===== config.mk =====
export PLATFORM = sky130hd
export DESIGN_NAME = uart_rx
export DESIGN_NICKNAME = d
export VERILOG_FILES = /design/src/rtl/uart_rx_pkg.sv /design/src/rtl/uart_baud_tick.sv /design/src/rtl/uart_rx.sv
export SDC_FILE = /design/constraint.sdc
export NUM_CORES = 1
export LEC_CHECK = 0
export CAP_MARGIN = 20
export CORE_MARGIN = 1.5
export CORE_UTILIZATION = 30
export DETAILED_ROUTE_END_ITERATION = 12
export GPL_TIMING_DRIVEN = 0
export SETUP_SLACK_MARGIN = 0.1
export SYNTH_ARGS = -nofsm -noshare
export SYNTH_HDL_FRONTEND = slang
export SYNTH_HIERARCHICAL = 1
export SYNTH_SLANG_ARGS = --single-unit

===== constraint.sdc =====
create_clock -name clk -period 1.64 [get_ports clk]
set_input_delay 0.164 -clock clk [delete_from_list [all_inputs] [get_ports clk]]
set_output_delay 0.164 -clock clk [all_outputs]
set_load 0.005 [all_outputs]

===== src/rtl/uart_rx_pkg.sv =====
// Shared UART definitions: FSM state encoding and compile-time helpers for
// baud division, counter sizing and 3-sample majority voting.
package uart_rx_pkg;

    typedef enum logic [2:0] {
        ST_IDLE      = 3'd0,
        ST_START     = 3'd1,
        ST_DATA      = 3'd2,
        ST_STOP      = 3'd3,
        ST_WAIT_IDLE = 3'd4
    } uart_state_e;

    // Rounded clocks-per-tick divisor; never below one clock.
    function automatic int calc_div(input int clk_hz, input int baud, input int os);
        int denom;
        int div;
        denom = baud * os;
        div   = (clk_hz + (denom / 2)) / denom;
        return (div < 1) ? 1 : div;
    endfunction

    // Width of a counter that must hold values 0..n-1.
    function automatic int cnt_width(input int n);
        return (n > 1) ? $clog2(n) : 1;
    endfunction

    // Majority of three line samples.
    function automatic logic majority3(input logic a, input logic b, input logic c);
        return (a & b) | (a & c) | (b & c);
    endfunction

endpackage


===== src/rtl/uart_baud_tick.sv =====
// Oversample tick generator: one-clock pulse every DIV clocks, restartable
// through a synchronous clear so the sample phase can be aligned to a start edge.
module uart_baud_tick
    import uart_rx_pkg::*;
#(
    parameter int DIV = 10
) (
    input  logic clk,
    input  logic rst,
    input  logic clr,
    output logic tick
);

    localparam int            CW   = cnt_width(DIV);
    localparam logic [CW-1:0] LAST = CW'(DIV - 1);

    logic [CW-1:0] cnt_q;
    logic [CW-1:0] cnt_d;
    logic          tick_q;
    logic          tick_d;

    // Next divider count and tick pulse; clear restarts the period.
    always_comb begin
        cnt_d  = cnt_q;
        tick_d = 1'b0;
        if (clr) begin
            cnt_d  = {CW{1'b0}};
            tick_d = 1'b0;
        end else if (cnt_q == LAST) begin
            cnt_d  = {CW{1'b0}};
            tick_d = 1'b1;
        end else begin
            cnt_d  = cnt_q + CW'(1);
            tick_d = 1'b0;
        end
    end

    // Divider state and registered tick output.
    always_ff @(posedge clk or negedge rst) begin
        if (!rst) begin
            cnt_q  <= {CW{1'b0}};
            tick_q <= 1'b0;
        end else begin
            cnt_q  <= cnt_d;
            tick_q <= tick_d;
        end
    end

    assign tick = tick_q;

endmodule


===== src/rtl/uart_rx.sv =====
// UART receive path: synchronises rxd, aligns oversampling to the start edge,
// majority-votes each bit mid-period and hands completed words to a one-entry
// holding register read by the host through rd.
module uart_rx
    import uart_rx_pkg::*;
#(
    parameter int SYSTEM_CLK_HZ = 100_000_000,
    parameter int BAUD_RATE     = 115_200,
    parameter int DATA_WIDTH    = 8,
    parameter int OVERSAMPLE    = 16
) (
    input  logic                  clk,
    input  logic                  rst,
    input  logic                  rxd,
    input  logic                  rd,
    output logic [DATA_WIDTH-1:0] dout,
    output logic                  valid,
    output logic                  frame_err,
    output logic                  overrun
);

    localparam int            DIV      = calc_div(SYSTEM_CLK_HZ, BAUD_RATE, OVERSAMPLE);
    localparam int            SW       = cnt_width(OVERSAMPLE);
    localparam int            BW       = cnt_width(DATA_WIDTH);
    localparam logic [SW-1:0] SMP_A    = SW'(OVERSAMPLE / 2 - 1);
    localparam logic [SW-1:0] SMP_B    = SW'(OVERSAMPLE / 2);
    localparam logic [SW-1:0] SMP_C    = SW'(OVERSAMPLE / 2 + 1);
    localparam logic [SW-1:0] SMP_LAST = SW'(OVERSAMPLE - 1);
    localparam logic [BW-1:0] BIT_LAST = BW'(DATA_WIDTH - 1);

    // Synchroniser and edge-detect registers
    logic rxd_meta_q, rxd_meta_d;
    logic rxd_sync_q, rxd_sync_d;
    logic rxd_prev_q, rxd_prev_d;

    // FSM and datapath registers
    uart_state_e           state_q, state_d;
    logic [SW-1:0]         sample_cnt_q, sample_cnt_d;
    logic [BW-1:0]         bit_cnt_q, bit_cnt_d;
    logic [1:0]            samp_q, samp_d;
    logic [DATA_WIDTH-1:0] shift_q, shift_d;

    // Holding register and status outputs
    logic [DATA_WIDTH-1:0] dout_q, dout_d;
    logic                  valid_q, valid_d;
    logic                  frame_err_q, frame_err_d;
    logic                  overrun_q, overrun_d;

    // Combinational control
    logic tick_s;
    logic start_edge_s;
    logic tick_clr_s;
    logic bit_val_s;
    logic decide_s;
    logic bit_end_s;
    logic accept_s;
    logic frame_err_s;
    logic shift_en_s;
    logic rd_take_s;

    assign start_edge_s = rxd_prev_q & ~rxd_sync_q;
    assign tick_clr_s   = (state_q == ST_IDLE) & start_edge_s;
    assign bit_val_s    = majority3(samp_q[0], samp_q[1], rxd_sync_q);
    assign decide_s     = tick_s & (sample_cnt_q == SMP_C);
    assign bit_end_s    = tick_s & (sample_cnt_q == SMP_LAST);
    assign rd_take_s    = rd & valid_q;

    uart_baud_tick #(
        .DIV (DIV)
    ) u_baud_tick (
        .clk  (clk),
        .rst  (rst),
        .clr  (tick_clr_s),
        .tick (tick_s)
    );

    // Two-flop synchroniser followed by a delayed copy for falling-edge detect.
    always_comb begin
        rxd_meta_d = rxd;
        rxd_sync_d = rxd_meta_q;
        rxd_prev_d = rxd_sync_q;
    end

    // Synchroniser registers idle high so reset does not fake a start edge.
    always_ff @(posedge clk or negedge rst) begin
        if (!rst) begin
            rxd_meta_q <= 1'b1;
            rxd_sync_q <= 1'b1;
            rxd_prev_q <= 1'b1;
        end else begin
            rxd_meta_q <= rxd_meta_d;
            rxd_sync_q <= rxd_sync_d;
            rxd_prev_q <= rxd_prev_d;
        end
    end

    // FSM state register.
    always_ff @(posedge clk or negedge rst) begin
        if (!rst) begin
            state_q <= ST_IDLE;
        end else begin
            state_q <= state_d;
        end
    end

    // FSM next-state logic; STOP returns to IDLE at the decision point so a
    // following start bit can be caught without waiting for the bit end.
    always_comb begin
        state_d = state_q;
        case (state_q)
            ST_IDLE: begin
                if (start_edge_s) state_d = ST_START;
                else              state_d = ST_IDLE;
            end
            ST_START: begin
                if (decide_s && bit_val_s) state_d = ST_IDLE;
                else if (bit_end_s)        state_d = ST_DATA;
                else                       state_d = ST_START;
            end
            ST_DATA: begin
                if (bit_end_s && (bit_cnt_q == BIT_LAST)) state_d = ST_STOP;
                else                                      state_d = ST_DATA;
            end
            ST_STOP: begin
                if (decide_s) state_d = bit_val_s ? ST_IDLE : ST_WAIT_IDLE;
                else          state_d = ST_STOP;
            end
            ST_WAIT_IDLE: begin
                if (tick_s && rxd_sync_q && (sample_cnt_q == SMP_LAST)) state_d = ST_IDLE;
                else                                                    state_d = ST_WAIT_IDLE;
            end
            default: state_d = ST_IDLE;
        endcase
    end

    // FSM outputs: word accept, framing error and data-bit shift strobes.
    always_comb begin
        accept_s    = 1'b0;
        frame_err_s = 1'b0;
        shift_en_s  = 1'b0;
        case (state_q)
            ST_DATA: shift_en_s = decide_s;
            ST_STOP: begin
                accept_s    = decide_s & bit_val_s;
                frame_err_s = decide_s & ~bit_val_s;
            end
            default: begin
                accept_s    = 1'b0;
                frame_err_s = 1'b0;
                shift_en_s  = 1'b0;
            end
        endcase
    end

    // Sample/bit counters, vote samples and shift register. In WAIT_IDLE the
    // sample counter measures continuous high time and restarts on any low.
    always_comb begin
        sample_cnt_d = sample_cnt_q;
        bit_cnt_d    = bit_cnt_q;
        samp_d       = samp_q;
        shift_d      = shift_q;

        if (tick_clr_s || frame_err_s) begin
            sample_cnt_d = {SW{1'b0}};
        end else if (state_q == ST_WAIT_IDLE) begin
            if (!rxd_sync_q)  sample_cnt_d = {SW{1'b0}};
            else if (tick_s)  sample_cnt_d = sample_cnt_q + SW'(1);
            else              sample_cnt_d = sample_cnt_q;
        end else if (tick_s) begin
            if (sample_cnt_q == SMP_LAST) sample_cnt_d = {SW{1'b0}};
            else                          sample_cnt_d = sample_cnt_q + SW'(1);
        end else begin
            sample_cnt_d = sample_cnt_q;
        end

        if (state_q != ST_DATA) begin
            bit_cnt_d = {BW{1'b0}};
        end else if (bit_end_s) begin
            if (bit_cnt_q == BIT_LAST) bit_cnt_d = {BW{1'b0}};
            else                       bit_cnt_d = bit_cnt_q + BW'(1);
        end else begin
            bit_cnt_d = bit_cnt_q;
        end

        if (tick_s && (sample_cnt_q == SMP_A))      samp_d[0] = rxd_sync_q;
        else if (tick_s && (sample_cnt_q == SMP_B)) samp_d[1] = rxd_sync_q;
        else                                        samp_d    = samp_q;

        if (shift_en_s) shift_d = {bit_val_s, shift_q[DATA_WIDTH-1:1]};
        else            shift_d = shift_q;
    end

    // Receive datapath registers.
    always_ff @(posedge clk or negedge rst) begin
        if (!rst) begin
            sample_cnt_q <= {SW{1'b0}};
            bit_cnt_q    <= {BW{1'b0}};
            samp_q       <= 2'b00;
            shift_q      <= {DATA_WIDTH{1'b0}};
        end else begin
            sample_cnt_q <= sample_cnt_d;
            bit_cnt_q    <= bit_cnt_d;
            samp_q       <= samp_d;
            shift_q      <= shift_d;
        end
    end

    // Holding register: a read in the accept cycle consumes the old word, so
    // overrun only flags a word overwritten while still unread.
    always_comb begin
        dout_d      = dout_q;
        valid_d     = valid_q;
        overrun_d   = overrun_q;
        frame_err_d = frame_err_s;
        if (accept_s) begin
            dout_d  = shift_q;
            valid_d = 1'b1;
            if (valid_q && !rd) overrun_d = 1'b1;
            else                overrun_d = 1'b0;
        end else if (rd_take_s) begin
            valid_d   = 1'b0;
            overrun_d = 1'b0;
        end else begin
            dout_d    = dout_q;
            valid_d   = valid_q;
            overrun_d = overrun_q;
        end
    end

    // Registered host-side outputs.
    always_ff @(posedge clk or negedge rst) begin
        if (!rst) begin
            dout_q      <= {DATA_WIDTH{1'b0}};
            valid_q     <= 1'b0;
            frame_err_q <= 1'b0;
            overrun_q   <= 1'b0;
        end else begin
            dout_q      <= dout_d;
            valid_q     <= valid_d;
            frame_err_q <= frame_err_d;
            overrun_q   <= overrun_d;
        end
    end

    assign dout      = dout_q;
    assign valid     = valid_q;
    assign frame_err = frame_err_q;
    assign overrun   = overrun_q;

endmodule

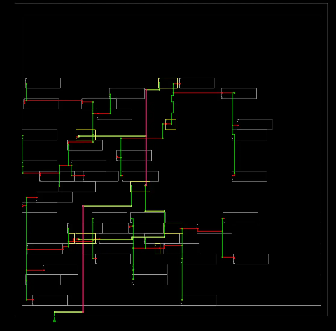
Fig. 1. Clock nets (run 1).
flop count: 41
clkbuf count: 7
TritonCTS Buffers: 5
Layout Skew: 4.638 ps

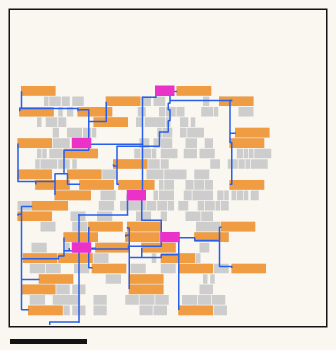
Fig. 2. Clock wires, drivers and flops (run 1).
The bar under the picture is 20 um long.
flip-flops: marked orange, count 41. cells driving clock nets: marked magenta, count 5. clock wires: marked blue, length 473 um.
There are 6 routed clock nets.
total clock network power: 0.624 mW
Late-Pin Clk Latency: 290 ps

==> run_results.csv, run 1 <==
group,metric,value,unit
worst_setup_path,crit_path_cell_trace,"ha_2 -> and4_4 -> and3_1 -> or4_1",
global_routing,grt_use_met2,17.32,%
logic_synthesis,numSynthFlops,41,
worst_setup_path,timing.rr.end,"state_q[0]",
cells_and_area,final_layout_size_suffix_gt1_share,30.39,%
global_routing,grt_max_degree,40,
floorplan,coreArea,5991,sq um
cells_and_area,area_growth,21.66,%
power_and_ir_drop,peakVddDrop,631.8,uV
logic_synthesis,area_leaders,"dfrtp_1 (50%), mux2_2 (11%), ha_1 (4.7%), dfstp_2 (4.2%), nand2_1 (2.4%)",
sta,holdWs,212.8,ps
floorplan,initCoreUtil,31.43,%
sta,relSlewSlack,66.75,%
cells_and_area,num-nonclk-buffers,24,
cells_and_area,final_cell_mix,"dfrtp_1 (38), mux2_2 (18), clkdlybuf4s50_1 (13)",
power_and_ir_drop,power_leakage,1.049,nW
cells_and_area,nonClkBufAreaFrac,9.831,%
clocking,cts_buffer_depth,2,
worst_setup_path,critPathKind,"register to register",
outcome,status,"completed",
global_routing,grt_busiest_layer,"met2",
sta,post-route-min-period,1621,ps
sta,min_period_over_period,98.85,%
logic_synthesis,netlist_top_cells_count,"dfrtp_1 (38), mux2_2 (18), nand2_1 (12), nor2_1 (9), ha_1 (7)",
logic_synthesis,synthCells,154,
cells_and_area,fin_area,2291,sq um
logic_synthesis,yosys.area_share.adder,5.249,%
sta,slew_viol_final,0,
worst_setup_path,worstRegToRegCells,4,
detailed_routing,wire_per_inst,12.21,um
logic_synthesis,seq_area_frac_synth,54.68,%
logic_synthesis,synthMuxAreaShare,10.76,%
logic_synthesis,yosys_cells,154,
power_and_ir_drop,power_density,926.8,nW/um^2
hold_path,hold_path.class,"input port to async pin",
job,openroad.warnings,31,
power_and_ir_drop,total_power,2.123,mW
global_routing,grt_pass1_vias,1200,
place,place_hpwl,2179,um
floorplan,taps,75,
cells_and_area,n_all_inverters,4,
logic_synthesis,ys_top_logic_family,"simple AND/OR/NAND/NOR gates",
job,maxCapViolations,0,
floorplan,die_w,82.23,um
cells_and_area,num-multi-input-gates,104,
logic_synthesis,largest_area_cell,"dfrtp_1",
worst_setup_path,cp-endpoint,"state_q[0]",
sta,layout_setup_ws,18.84,ps
logic_synthesis,ys_sh_aoi,7.110,%
place,place_congestion,0.7113,
logic_synthesis,syn_avg_cell_area,12.23,sq um
logic_synthesis,top_cell_area_share,50.50,%
worst_setup_path,rrSetupSlack,20,ps
cells_and_area,fillCellCount,552,
cells_and_area,comb_share,36.81,%
cells_and_area,instances_no_fill,256,
worst_setup_path,path_max_fanout,5,
worst_setup_path,critPathArrivalTime,1780,ps
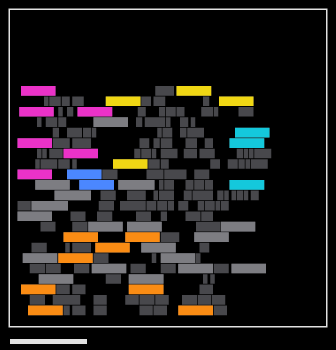
Fig. 3. Sequential cells colored by netlist name (run 1).
The bar under the picture is 20 um long.
bit_cnt_q: marked cyan, sequential cells 3. samp_q: marked blue, sequential cells 2. sample_cnt_q: marked yellow, sequential cells 4. u_baud_tick/cnt_q: marked magenta, sequential cells 6. dout: marked orange, sequential cells 8.
Another 18 sequential cells are not colored.
final core occ: 38.24%
Sequential cell area: 1030 sq um
flop share of the area: 44.95%
seq pwr: 1.20 mW

[run 1: power breakdown]
group / internal, mW / switching, mW / leakage [nW]
clock network: 0.301 / 0.324 / 0.0385
logic: 0.151 / 0.146 / 0.463
registers: 1.10 / 0.0978 / 0.547
[run 1: critical path: cells and delay by family (launching register included)]
family,cells,cell delay [ps]
fa+ha+maj,1,220
flops,1,430
simple gates,3,840
[run 1: timing repair]
action,in CTS,in global routing
setup buffers,1,2
endpoints found under the setup margin,30,31
pin swaps,1,2
hold endpoints to repair,38,0
gates resized,7,2
hold buffers,1,0
[run 1: per-layer routing]
layer | vias to the layer above | wire, um
met2 | 12 | 1524
met3 | 5 | 78
met4 | 0 | 53
met1 | 601 | 1470
met5 | - | 0
li1 | 608 | -
--- run 2 (diff from run 1) ---
--- a/config.mk
+++ b/config.mk
@@ -9,8 +9,8 @@
 export CORE_MARGIN = 1.5
 export CORE_UTILIZATION = 30
 export DETAILED_ROUTE_END_ITERATION = 12
-export GPL_TIMING_DRIVEN = 0
 export SETUP_SLACK_MARGIN = 0.1
+export SKIP_CTS_REPAIR_TIMING = 1
 export SYNTH_ARGS = -nofsm -noshare
 export SYNTH_HDL_FRONTEND = slang
 export SYNTH_HIERARCHICAL = 1
==> run 2 against run 1 <==
Compared with the run above:
- clock power increased by 3.5%
- combinational power up 3%
- total power up 1.2%
- largest power group unchanged
==> run_results.csv, run 2 <==
group,metric,value,unit
power_and_ir_drop,peakVddDrop,834.1,uV
sta,layout_setup_ws,32.39,ps
logic_synthesis,top_cell_area_share,50.50,%
place,place_hpwl,2378,um
floorplan,die_w,82.23,um
sta,slew_viol_final,0,
cells_and_area,nonClkBufAreaFrac,12.27,%
power_and_ir_drop,power_top_consumer,"sequential cells",
global_routing,grt_busiest_layer,"met2",
power_and_ir_drop,pg_seq,1.20,mW
cells_and_area,register_area,1030,sq um
cells_and_area,final_cell_mix,"dfrtp_1 (38), buf_4 (19), mux2_2 (18)",
logic_synthesis,largest_area_cell,"dfrtp_1",
cells_and_area,diodes,0,
job,openroad.warnings,30,
worst_setup_path,critPathKind,"register to register",
worst_setup_path,cp_num_buf_inv,0,
power_and_ir_drop,p_comb,0.307,mW
power_and_ir_drop,power_leakage,1.069,nW
logic_synthesis,syn_avg_cell_area,12.23,sq um
power_and_ir_drop,power_density,916.7,nW/um^2
detailed_routing,top_layer,"met4",
worst_setup_path,path_max_fanout,5,
cells_and_area,final_layout_size_suffix_gt1_share,34.55,%
cells_and_area,fillCellCount,568,
logic_synthesis,yosys_cells,154,
floorplan,coreArea,5991,sq um
power_and_ir_drop,internal-power,1.562,mW
sta,holdWs,268.3,ps
power_and_ir_drop,p_sw,0.5875,mW
detailed_routing,wl_met1,1605,um
sta,post-route-min-period,1608,ps
power_and_ir_drop,p_seq_share,55.7,%
outcome,status,"completed",
cells_and_area,n_clock_buffer,6,
detailed_routing,met3WireLength,55,um
sta,relSlewSlack,68.70,%
logic_synthesis,synthArstFlopShare,100.0,%
power_and_ir_drop,pg_clk,0.646,mW
logic_synthesis,synthCells,154,
detailed_routing,viasPerCell,4.684,
power_and_ir_drop,power_frac_clock,30.0,%
clocking,cts_max_level,2,
cells_and_area,comb_share,35.43,%
clocking,cts-buffers-inserted,5,
logic_synthesis,netlist_area,1883,sq um
sta,min_period_over_period,98.03,%
logic_synthesis,numSynthFlops,41,
floorplan,initCoreUtil,31.43,%
logic_synthesis,ys_area,1883,sq um
cells_and_area,n_all_inverters,4,
power_and_ir_drop,total_power,2.149,mW
logic_synthesis,seq_area_frac_synth,54.68,%
job,maxCapViolations,0,
sta,setup_viol,0,
logic_synthesis,area_leaders,"dfrtp_1 (50%), mux2_2 (11%), ha_1 (4.7%), dfstp_2 (4.2%), nand2_1 (2.4%)",
worst_setup_path,crit_family,"simple AND/OR/NAND/NOR gates",
cells_and_area,nFlopsAndLatches,41,
place,place_congestion,0.7623,
place,dp_cells,251,
clocking,cts_buffer_depth,2,
worst_setup_path,crit_path_cell_trace,"ha_2 -> and4_4 -> and3_1 -> or4_1",
hold_path,hold_path.class,"input port to register",
detailed_routing,wire_per_inst,12.29,um
worst_setup_path,critPathArrivalTime,1780,ps
cells_and_area,num-nonclk-buffers,34,
power_and_ir_drop,power.share.combinational,14.3,%
global_routing,grt_pass1_vias,1243,
global_routing,grt_use_met2,17.40,%
cells_and_area,num-multi-input-gates,104,
floorplan,taps,75,
power_and_ir_drop,switching_share,27.33,%
logic_synthesis,netlist_top_cells_count,"dfrtp_1 (38), mux2_2 (18), nand2_1 (12), nor2_1 (9), ha_1 (7)",
global_routing,grt_max_degree,23,
global_routing,antenna_found_initial,0,
cells_and_area,instances_no_fill,266,
clocking,insertion_delay,290,ps
detailed_routing,met2_length,1527,um
logic_synthesis,ys_warn_count,6,
[run 2: worst paths after layout]
path / from / endpoint / slack, ps / cells after the start
max in group asynchronous: rst / rxd_prev_q / 690 / 3
max reg2reg: sample_cnt_q[0] / state_q[0] / 30 / 4
max: sample_cnt_q[0] / state_q[0] / 30 / 4
min: rxd / rxd_meta_q / 270 / 1
min reg2reg: rxd_meta_q / rxd_prev_d / 360 / 0
min in group asynchronous: rst / dout[4] / 360 / 2
[run 2: kinds of logic after synthesis]
family / Yosys count / synth area share [%]
simple gates: 55 / 17.54
flops: 41 / 54.68
compound gates: 19 / 7.110
mux: 18 / 10.76
buf+inv: 9 / 2.790
fa+ha+maj: 8 / 5.249
xor+xnor: 4 / 1.861
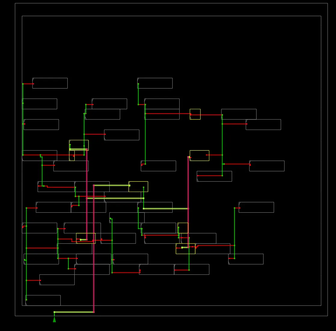
Fig. 4. Clock nets (run 2).
Sink Count: 41
Layout Skew: 4.970 ps

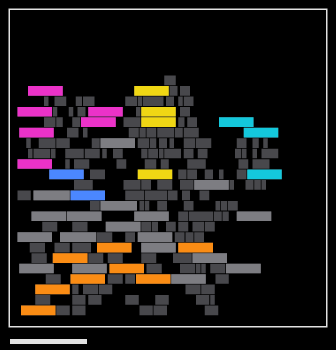
Fig. 5. Sequential cells colored by netlist name (run 2).
The bar under the picture is 20 um long.
flop share of the area: 43.92%
final core occ: 39.14%

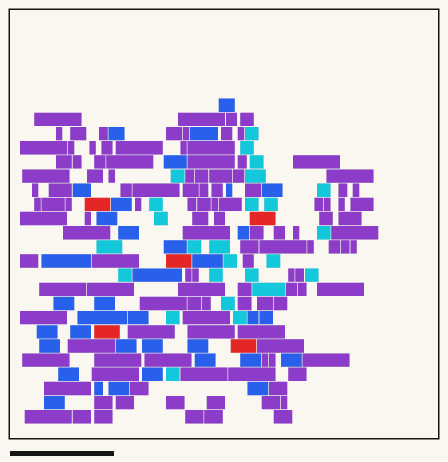
Fig. 6. Sizing map (run 2).
The bar under the picture is 20 um long.
drive 6 and up: marked red, cells 5. drive 1 or less: marked purple, cells 125. drive 2: marked blue, cells 36. drive 3 to 4: marked cyan, cells 25.
Finished Cell Area: 2345 sq um
Area Growth Syn to Fin: 24.52%

--- run 3 (diff from run 2) ---
--- a/config.mk
+++ b/config.mk
@@ -9,6 +9,7 @@
 export CORE_MARGIN = 1.5
 export CORE_UTILIZATION = 30
 export DETAILED_ROUTE_END_ITERATION = 12
+export HOLD_SLACK_MARGIN = 0.02
 export SETUP_SLACK_MARGIN = 0.1
 export SKIP_CTS_REPAIR_TIMING = 1
 export SYNTH_ARGS = -nofsm -noshare
==> run 3 against run 2 <==
Compared with the run above:
- synthesized area stayed put
- clock skew is the same
- combinational power hardly changed
- fmax unchanged
- largest power group unchanged
- clock power hardly changed
- critical path depth is the same
- non-clock buffer count did not move
- largest cell class unchanged
==> run_results.csv, run 3 <==
group,metric,value,unit
power_and_ir_drop,power_top_consumer,"sequential cells",
power_and_ir_drop,p_seq_share,55.7,%
place,place_hpwl,2378,um
sta,post-route-min-period,1608,ps
floorplan,rows,28,
global_routing,grt_use_met2,17.40,%
logic_synthesis,ys_warn_count,6,
detailed_routing,wl_met1,1605,um
clocking,insertion_delay,290,ps
floorplan,die_w,82.23,um
cells_and_area,diodes,0,
cells_and_area,final_layout_size_suffix_gt1_share,34.55,%
floorplan,coreArea,5991,sq um
worst_setup_path,worstRegToRegCells,4,
logic_synthesis,netlist_area,1883,sq um
worst_setup_path,critPathArrivalTime,1780,ps
cells_and_area,fillCellCount,568,
detailed_routing,met3WireLength,55,um
hold_path,hold_path.class,"input port to register",
cells_and_area,sh_seq_area,43.92,%
cells_and_area,nonClkBufAreaFrac,12.27,%
worst_setup_path,path_max_fanout,5,
floorplan,initCoreUtil,31.43,%
logic_synthesis,numSynthFlops,41,
cells_and_area,register_area,1030,sq um
power_and_ir_drop,peakVddDrop,834.1,uV
outcome,status,"completed",
logic_synthesis,yosys_cells,154,
floorplan,taps,75,
cells_and_area,instances_no_fill,266,
worst_setup_path,critPathKind,"register to register",
power_and_ir_drop,power_density,916.7,nW/um^2
cells_and_area,area_growth,24.52,%
logic_synthesis,syn_avg_cell_area,12.23,sq um
cells_and_area,nFlopsAndLatches,41,
worst_setup_path,rrSetupSlack,30,ps
sta,relSlewSlack,68.70,%
place,dp_cells,251,
clocking,cts-buffers-inserted,5,
sta,fmax,622.0,MHz
logic_synthesis,ys_area,1883,sq um
power_and_ir_drop,power_leakage,1.069,nW
sta,finClkSkew,4.970,ps
global_routing,grt_pass1_vias,1243,
worst_setup_path,r2r_start,"sample_cnt_q[0]",
power_and_ir_drop,p_comb,0.307,mW
global_routing,grt_max_degree,23,
sta,slew_viol_final,0,
clocking,cts_sinks,41,
power_and_ir_drop,switching_share,27.33,%
power_and_ir_drop,internal-power,1.562,mW
global_routing,grt_busiest_layer,"met2",
detailed_routing,met2_length,1527,um
cells_and_area,final_cell_mix,"dfrtp_1 (38), buf_4 (19), mux2_2 (18)",
logic_synthesis,top_cell_area_share,50.50,%
sta,holdWs,268.3,ps
power_and_ir_drop,power.share.combinational,14.3,%
power_and_ir_drop,p_sw,0.5875,mW
sta,min_period_over_period,98.03,%
logic_synthesis,synthArstFlopShare,100.0,%
power_and_ir_drop,power_frac_clock,30.0,%
place,place_congestion,0.7623,
logic_synthesis,seq_area_frac_synth,54.68,%
cells_and_area,n_all_inverters,4,
cells_and_area,fin_nets,201,
hold_path,hp-start,"rxd",
logic_synthesis,netlist_top_cells_count,"dfrtp_1 (38), mux2_2 (18), nand2_1 (12), nor2_1 (9), ha_1 (7)",
power_and_ir_drop,pg_seq,1.20,mW
power_and_ir_drop,total_power,2.149,mW
detailed_routing,wire_per_inst,12.29,um
worst_setup_path,end_kind,"register",
logic_synthesis,ys_types,43,
worst_setup_path,cp-endpoint,"state_q[0]",
logic_synthesis,area_leaders,"dfrtp_1 (50%), mux2_2 (11%), ha_1 (4.7%), dfstp_2 (4.2%), nand2_1 (2.4%)",
clocking,cts_max_level,2,
cells_and_area,comb_share,35.43,%
job,maxCapViolations,0,
sta,setup_viol,0,
logic_synthesis,largest_area_cell,"dfrtp_1",
place,dpl_worst_slack,-44.14,ps
cells_and_area,fin_util,39.14,%
worst_setup_path,timing.rr.end,"state_q[0]",
detailed_routing,top_layer,"met4",
==> run 3: critical path: stages (launching register included) <==
cell and delay [ps]:
dfrtp_1 430, ha_2 240, and4_4 180, and3_1 160, or4_1 490
==> run 3: logic make-up after synthesis <==
logic type      after synthesis  synth area share [%]
simple gates                 55                 17.54
flops                        41                 54.68
compound gates               19                 7.110
mux                          18                 10.76
buf+inv                       9                 2.790
fa+ha+maj                     8                 5.249
xor+xnor                      4                 1.861
==> run 3: worst min-delay path by stage <==
stage | end | slack [ps] | cells past startpoint
6_report | rxd_meta_q | 270 | 1
5_1_grt | rxd_meta_q | 270 | 1
4_1_cts | dout[5] | -170 | 1
3_5_place_dp | dout[5] | 150 | 1
3_3_place_gp | dout[3] | 150 | 1
2_1_floorplan | bit_cnt_q[0] | -130 | 0
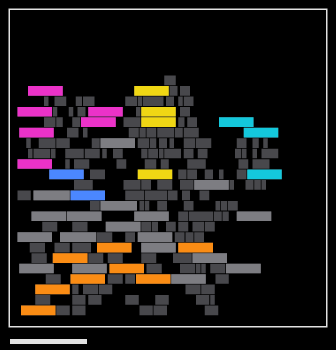
Fig. 7. Sequential cells colored by netlist name (run 3).
The bar under the picture is 20 um long.
u_baud_tick/cnt_q: marked magenta, sequential cells 6. sample_cnt_q: marked yellow, sequential cells 4. bit_cnt_q: marked cyan, sequential cells 3. samp_q: marked blue, sequential cells 2. dout: marked orange, sequential cells 8.
Another 18 sequential cells are not colored.

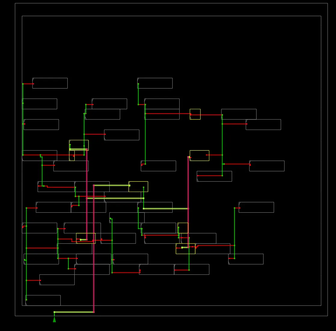
Fig. 8. Clock nets (run 3).
total clock network power: 0.646 mW
clkbuf count: 6

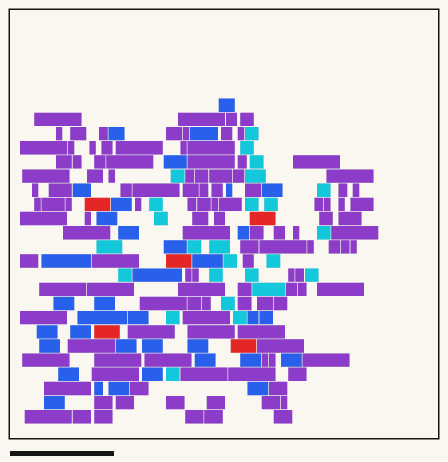
Fig. 9. Sizing map (run 3).
The bar under the picture is 20 um long.
drive 1 or less: marked purple, cells 125. drive 2: marked blue, cells 36. drive 6 and up: marked red, cells 5. drive 3 to 4: marked cyan, cells 25.
Buffers, non-clock: 34
post-route setup slack: 32.39 ps


==> layout pictures side by side <==
Close-up of the layout.
Window x 47 to 77, y 6 to 36 um. Cells in gray, sequential cells in the stronger gray; small squares are vias.
(a)
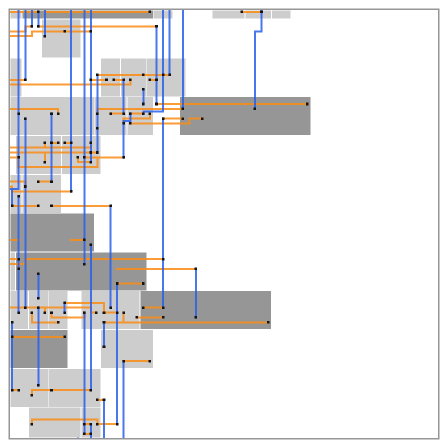
(b)
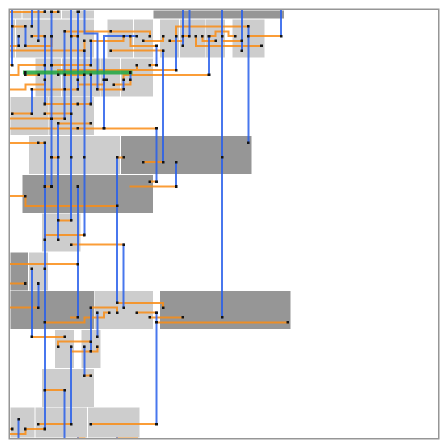
(b) comes from run 1.
(a) comes from run 2.

Key to (a):
met2: marked blue. met1: marked orange.
Sequential cells in the window: 4. 22 logic cells have their middle in the window. Most frequent: dfrtp_1 (4), nand2_1 (3), clkdlybuf4s50_1 (3).

Power figures rest on the tool's default switching activity, not on a simulated workload.
